File: config.mk
export PLATFORM = sky130hd
export DESIGN_NAME = push_arbiter
export DESIGN_NICKNAME = d
export VERILOG_FILES = /design/src/rtl/push_arbiter.sv
export SDC_FILE = /design/constraint.sdc
export NUM_CORES = 1
export LEC_CHECK = 0
export ABC_AREA = 0
export ABC_CLOCK_PERIOD_IN_PS = 1900
export CAP_MARGIN = 20
export CELL_PAD_IN_SITES_DETAIL_PLACEMENT = 1
export CELL_PAD_IN_SITES_GLOBAL_PLACEMENT = 1
export CORE_MARGIN = 1
export CORE_UTILIZATION = 37
export CTS_CLUSTER_SIZE = 16
export DETAILED_ROUTE_END_ITERATION = 12
export PLACE_DENSITY_LB_ADDON = 0.1
export SYNTH_ARGS = -nofsm -noshare
export SYNTH_HDL_FRONTEND = slang
export SYNTH_SLANG_ARGS = --single-unit
File: constraint.sdc
create_clock -name clk -period 1.9 [get_ports clk]
set_input_delay 0.285 -clock clk [delete_from_list [all_inputs] [get_ports clk]]
set_output_delay 0.285 -clock clk [all_outputs]
set_load 0.05 [all_outputs]
File: src/rtl/push_arbiter.sv
// rtl/push_arbiter.sv - first-press arbiter with synchronisers, debounce and round FSM (optional PUSH_ARBITER_RR_TIE_EN)
module push_arbiter #(
    parameter int NUM_PLAYERS     = 2,
    parameter int SYNC_STAGES     = 2,
    parameter int DEBOUNCE_CYCLES = 4,
    parameter int IDX_W           = (NUM_PLAYERS > 2) ? $clog2(NUM_PLAYERS) : 1
) (
    input  logic                   clk,
    input  logic                   rst,
    input  logic [NUM_PLAYERS-1:0] btn,
    input  logic                   clear,
    output logic                   armed,
    output logic                   push,
    output logic                   tie,
    output logic [IDX_W-1:0]       winner,
    output logic [NUM_PLAYERS-1:0] winner_oh
);

    localparam int CNT_W = (DEBOUNCE_CYCLES > 1) ? $clog2(DEBOUNCE_CYCLES) : 1;
    localparam logic [CNT_W-1:0] CNT_LAST = CNT_W'(DEBOUNCE_CYCLES - 1);

    typedef enum logic [1:0] {
        S_WAIT_RELEASE,
        S_ARMED,
        S_CAPTURED
    } state_t;

    state_t                 state;
    logic [NUM_PLAYERS-1:0] sync_q [SYNC_STAGES];
    logic [CNT_W-1:0]       cnt    [NUM_PLAYERS];
    logic [NUM_PLAYERS-1:0] s;
    logic [NUM_PLAYERS-1:0] db;
    logic [NUM_PLAYERS-1:0] db_q;
    logic [NUM_PLAYERS-1:0] pe_q;
    logic                   sync_ready;
    logic                   sync_idle;
    logic                   multi;
    logic [IDX_W-1:0]       lo_idx;
    logic [IDX_W-1:0]       pick;

    assign s = sync_q[SYNC_STAGES-1];

    always_ff @(posedge clk or negedge rst) begin
        if (!rst) begin
            for (int k = 0; k < SYNC_STAGES; k++) sync_q[k] <= '0;
        end else begin
            sync_q[0] <= btn;
            for (int k = 1; k < SYNC_STAGES; k++) sync_q[k] <= sync_q[k-1];
        end
    end

    // pe is registered once so a clean press lands SYNC_STAGES+DEBOUNCE_CYCLES+1 edges after sampling
    always_ff @(posedge clk or negedge rst) begin
        if (!rst) begin
            for (int i = 0; i < NUM_PLAYERS; i++) cnt[i] <= '0;
            db         <= '0;
            db_q       <= '0;
            pe_q       <= '0;
            sync_ready <= 1'b0;
        end else begin
            for (int i = 0; i < NUM_PLAYERS; i++) begin
                if (s[i] == db[i]) begin
                    cnt[i] <= '0;
                end else if (cnt[i] == CNT_LAST) begin
                    db[i]  <= ~db[i];
                    cnt[i] <= '0;
                end else begin
                    cnt[i] <= cnt[i] + 1'b1;
                end
            end
            db_q       <= db;
            pe_q       <= db & ~db_q;
            sync_ready <= 1'b1;
        end
    end

    // A button still held after reset is visible in the first sync stage one edge later, so arming waits for it
    always_comb begin
        sync_idle = sync_ready;
        for (int k = 0; k < SYNC_STAGES; k++) begin
            if (|sync_q[k]) sync_idle = 1'b0;
        end
    end

    always_comb begin
        lo_idx = '0;
        for (int i = NUM_PLAYERS - 1; i >= 0; i--) begin
            if (pe_q[i]) lo_idx = IDX_W'(i);
        end
    end

    assign multi = |(pe_q & (pe_q - 1'b1));

`ifdef PUSH_ARBITER_RR_TIE_EN
    logic [IDX_W-1:0]         rr_ptr;
    logic [2*NUM_PLAYERS-1:0] pe_dbl;
    logic [NUM_PLAYERS-1:0]   pe_rot;
    logic [IDX_W-1:0]         rot_off;
    logic [IDX_W:0]           rr_sum;

    always_comb begin
        pe_dbl  = {pe_q, pe_q} >> rr_ptr;
        pe_rot  = pe_dbl[NUM_PLAYERS-1:0];
        rot_off = '0;
        for (int i = NUM_PLAYERS - 1; i >= 0; i--) begin
            if (pe_rot[i]) rot_off = IDX_W'(i);
        end
        rr_sum = {1'b0, rr_ptr} + {1'b0, rot_off};
        if (rr_sum >= (IDX_W+1)'(NUM_PLAYERS)) rr_sum = rr_sum - (IDX_W+1)'(NUM_PLAYERS);
        pick = multi ? rr_sum[IDX_W-1:0] : lo_idx;
    end
`else
    assign pick = lo_idx;
`endif

    always_ff @(posedge clk or negedge rst) begin
        if (!rst) begin
            state     <= S_WAIT_RELEASE;
            armed     <= 1'b0;
            push      <= 1'b0;
            tie       <= 1'b0;
            winner    <= '0;
            winner_oh <= '0;
`ifdef PUSH_ARBITER_RR_TIE_EN
            rr_ptr    <= '0;
`endif
        end else if (clear) begin
            state     <= S_WAIT_RELEASE;
            armed     <= 1'b0;
            push      <= 1'b0;
            tie       <= 1'b0;
            winner    <= '0;
            winner_oh <= '0;
        end else begin
            case (state)
                S_WAIT_RELEASE: begin
                    if (sync_idle && db == '0 && db_q == '0) begin
                        state <= S_ARMED;
                        armed <= 1'b1;
                    end
                end
                S_ARMED: begin
                    if (|pe_q) begin
                        state     <= S_CAPTURED;
                        armed     <= 1'b0;
                        push      <= 1'b1;
                        tie       <= multi;
                        winner    <= pick;
                        winner_oh <= pe_q;
`ifdef PUSH_ARBITER_RR_TIE_EN
                        if (multi) rr_ptr <= (pick == IDX_W'(NUM_PLAYERS - 1)) ? '0 : pick + 1'b1;
`endif
                    end
                end
                S_CAPTURED: begin
                    state <= S_CAPTURED;
                end
                default: begin
                    state <= S_WAIT_RELEASE;
                    armed <= 1'b0;
                end
            endcase
        end
    end

endmodule

==> images/met1.png <==
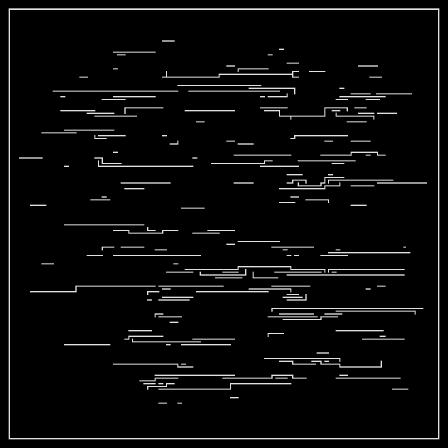
share of all routed wire: 47%
wire length on this layer: 712 um
nets with wire on the layer: 82
longest straight run: 18.4 um
vias after detailed routing: 568
Detailed Route WL: 1.502 mm
global routing usage on met1: 16.73%

==> images/met2.png <==
Scale bar: 20 um. Cells faint in the background.
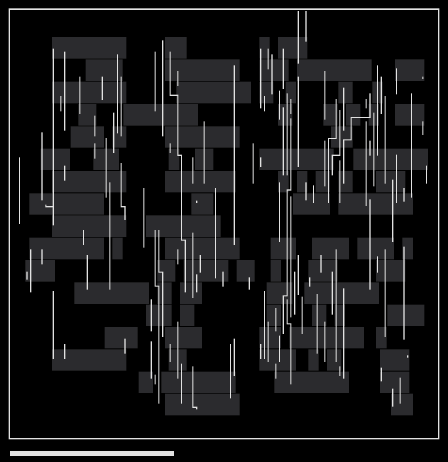
nets with wire on the layer: 88
share of all routed wire: 48%
longest straight run: 21.8 um
main direction: vertical
wire length on this layer: 727 um
routing usage on met2: 22.44%

==> images/met3.png <==
Scale bar: 20 um.
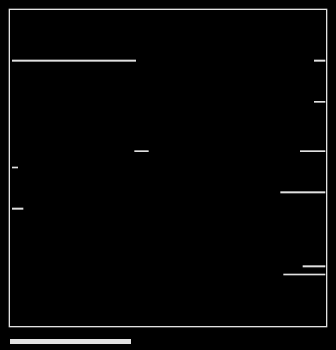
longest straight run: 20.2 um
nets with wire on the layer: 9
share of all routed wire: 3.3%
wire length on this layer: 49.0 um

==> images/final_congestion.png <==
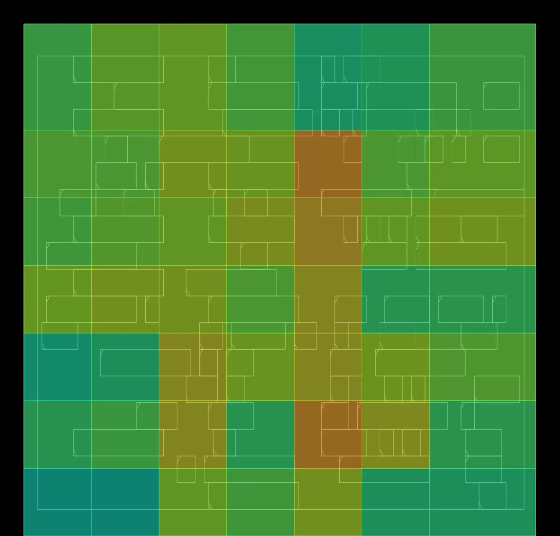
routed len/inst: 13.06 um
GRT busiest layer: met2

[cell type report]
cell class / instances / area (sq um)
sequential: 23 / 575.6
clock inverter: 1 / 5.005
inverter: 6 / 22.52
timing repair buffer: 11 / 107.6
tap: 28 / 35.03
fill: 252 / 1197
multi-input combinational: 43 / 331.6
clock buffer: 3 / 22.52
[path summary, 6_finish.rpt]
path / to / slack (ps)
setup / recovery: winner / 130
hold / removal: armed$_DFFE_PN0P_ / 320
setup reg to reg: state[1]$_DFFE_PN0P_ / 360
hold reg to reg: s[0]$_DFF_PN0_ / 390
max in group asynchronous: s[0]$_DFF_PN0_ / 1360
min in group clk: s[0]$_DFF_PN0_ / 390
[Yosys cell counts (2+ instances only)]
| cell | count | share of area (%) |
|---|---|---|
| dfrtp_1 | 23 | 62 |
| a21oi_1 | 6 | 3.2 |
| inv_1 | 6 | 2.4 |
| ha_1 | 5 | 6.7 |
| nand2_1 | 5 | 2.0 |
| nor2b_1 | 4 | 2.7 |
| nor3_1 | 4 | 2.1 |
| mux2_2 | 2 | 2.4 |
| o21ai_0 | 2 | 1.1 |
| xnor2_1 | 2 | 1.9 |
[registers in the layout, indices dropped and copies added, names as in the netlist]
name,cells
cnt,4
db,2
db_q,2
pe_q,2
s,2
state,2
sync_q,2
winner_oh,2
armed,1
push,1
sync_ready,1
tie,1
winner,1
[worst reg2reg max path: stages, from the launching register on]
cell and delay (ps):
dfrtp_1 420, inv_1 80, ha_1 260, nor3b_2 350, nand4b_2 230, o2bb2ai_1 130
[power breakdown]
part	switching (W)	total [W]	internal, W	leakage [nW]
sequential	0.000101	0.000694	0.000593	0.295
clock	0.000143	0.000222	0.0000785	0.0177
combinational	0.0000737	0.000172	0.0000983	0.194
==> results.sh <==
# flow metrics
export IMPL_status="complete, no violations"
export IMPL_stdcell_area_sq_um=1100
export IMPL_min_period_ps=1775
export IMPL_crit_fanout=2
export IMPL_n_antenna_cell=0
export IMPL_aoi_share_pct=9.920
export IMPL_dpl_hpwl_mm=1.107
export IMPL_route_met2_wl_um=727
export IMPL_routed_via_density=4.939
export IMPL_hold_viol=0
export IMPL_htree_num_levels=1
export IMPL_yosysWarnings=0
export IMPL_grt_pass1_wl_mm=2.642
export IMPL_peakVddDrop_uv=496.2
export IMPL_rsz0062_at_grt="no"
export IMPL_cp_arrival_ps=1490
export IMPL_num_rows=17
export IMPL_dieArea_sq_um=2727
export IMPL_hp_class="input pin to asynchronous set/reset pin"
export IMPL_final_core_util_pct=47.88
export IMPL_syn2layout_area_growth_pct=17.83
export IMPL_cp_depth=1
export IMPL_final_setup_tns_ps=0
export IMPL_ys_cells=73
export IMPL_clk_path_buf_depth=2
export IMPL_drtIter0Drc=5
export IMPL_tool_warnings=28
export IMPL_synth_cell_type_count=24
export IMPL_grtUsageMet3_pct=3.478
export IMPL_mux_share_pct=2.413
export IMPL_path_cells="clkdlybuf4s50_1"
export IMPL_dp_cells=111
export IMPL_place_congestion=0.7309
export IMPL_holdWs_ps=315.3
export IMPL_worstRegToRegCells=5
export IMPL_end_kind="output port"
Power is estimated from default activity; no workload was simulated.
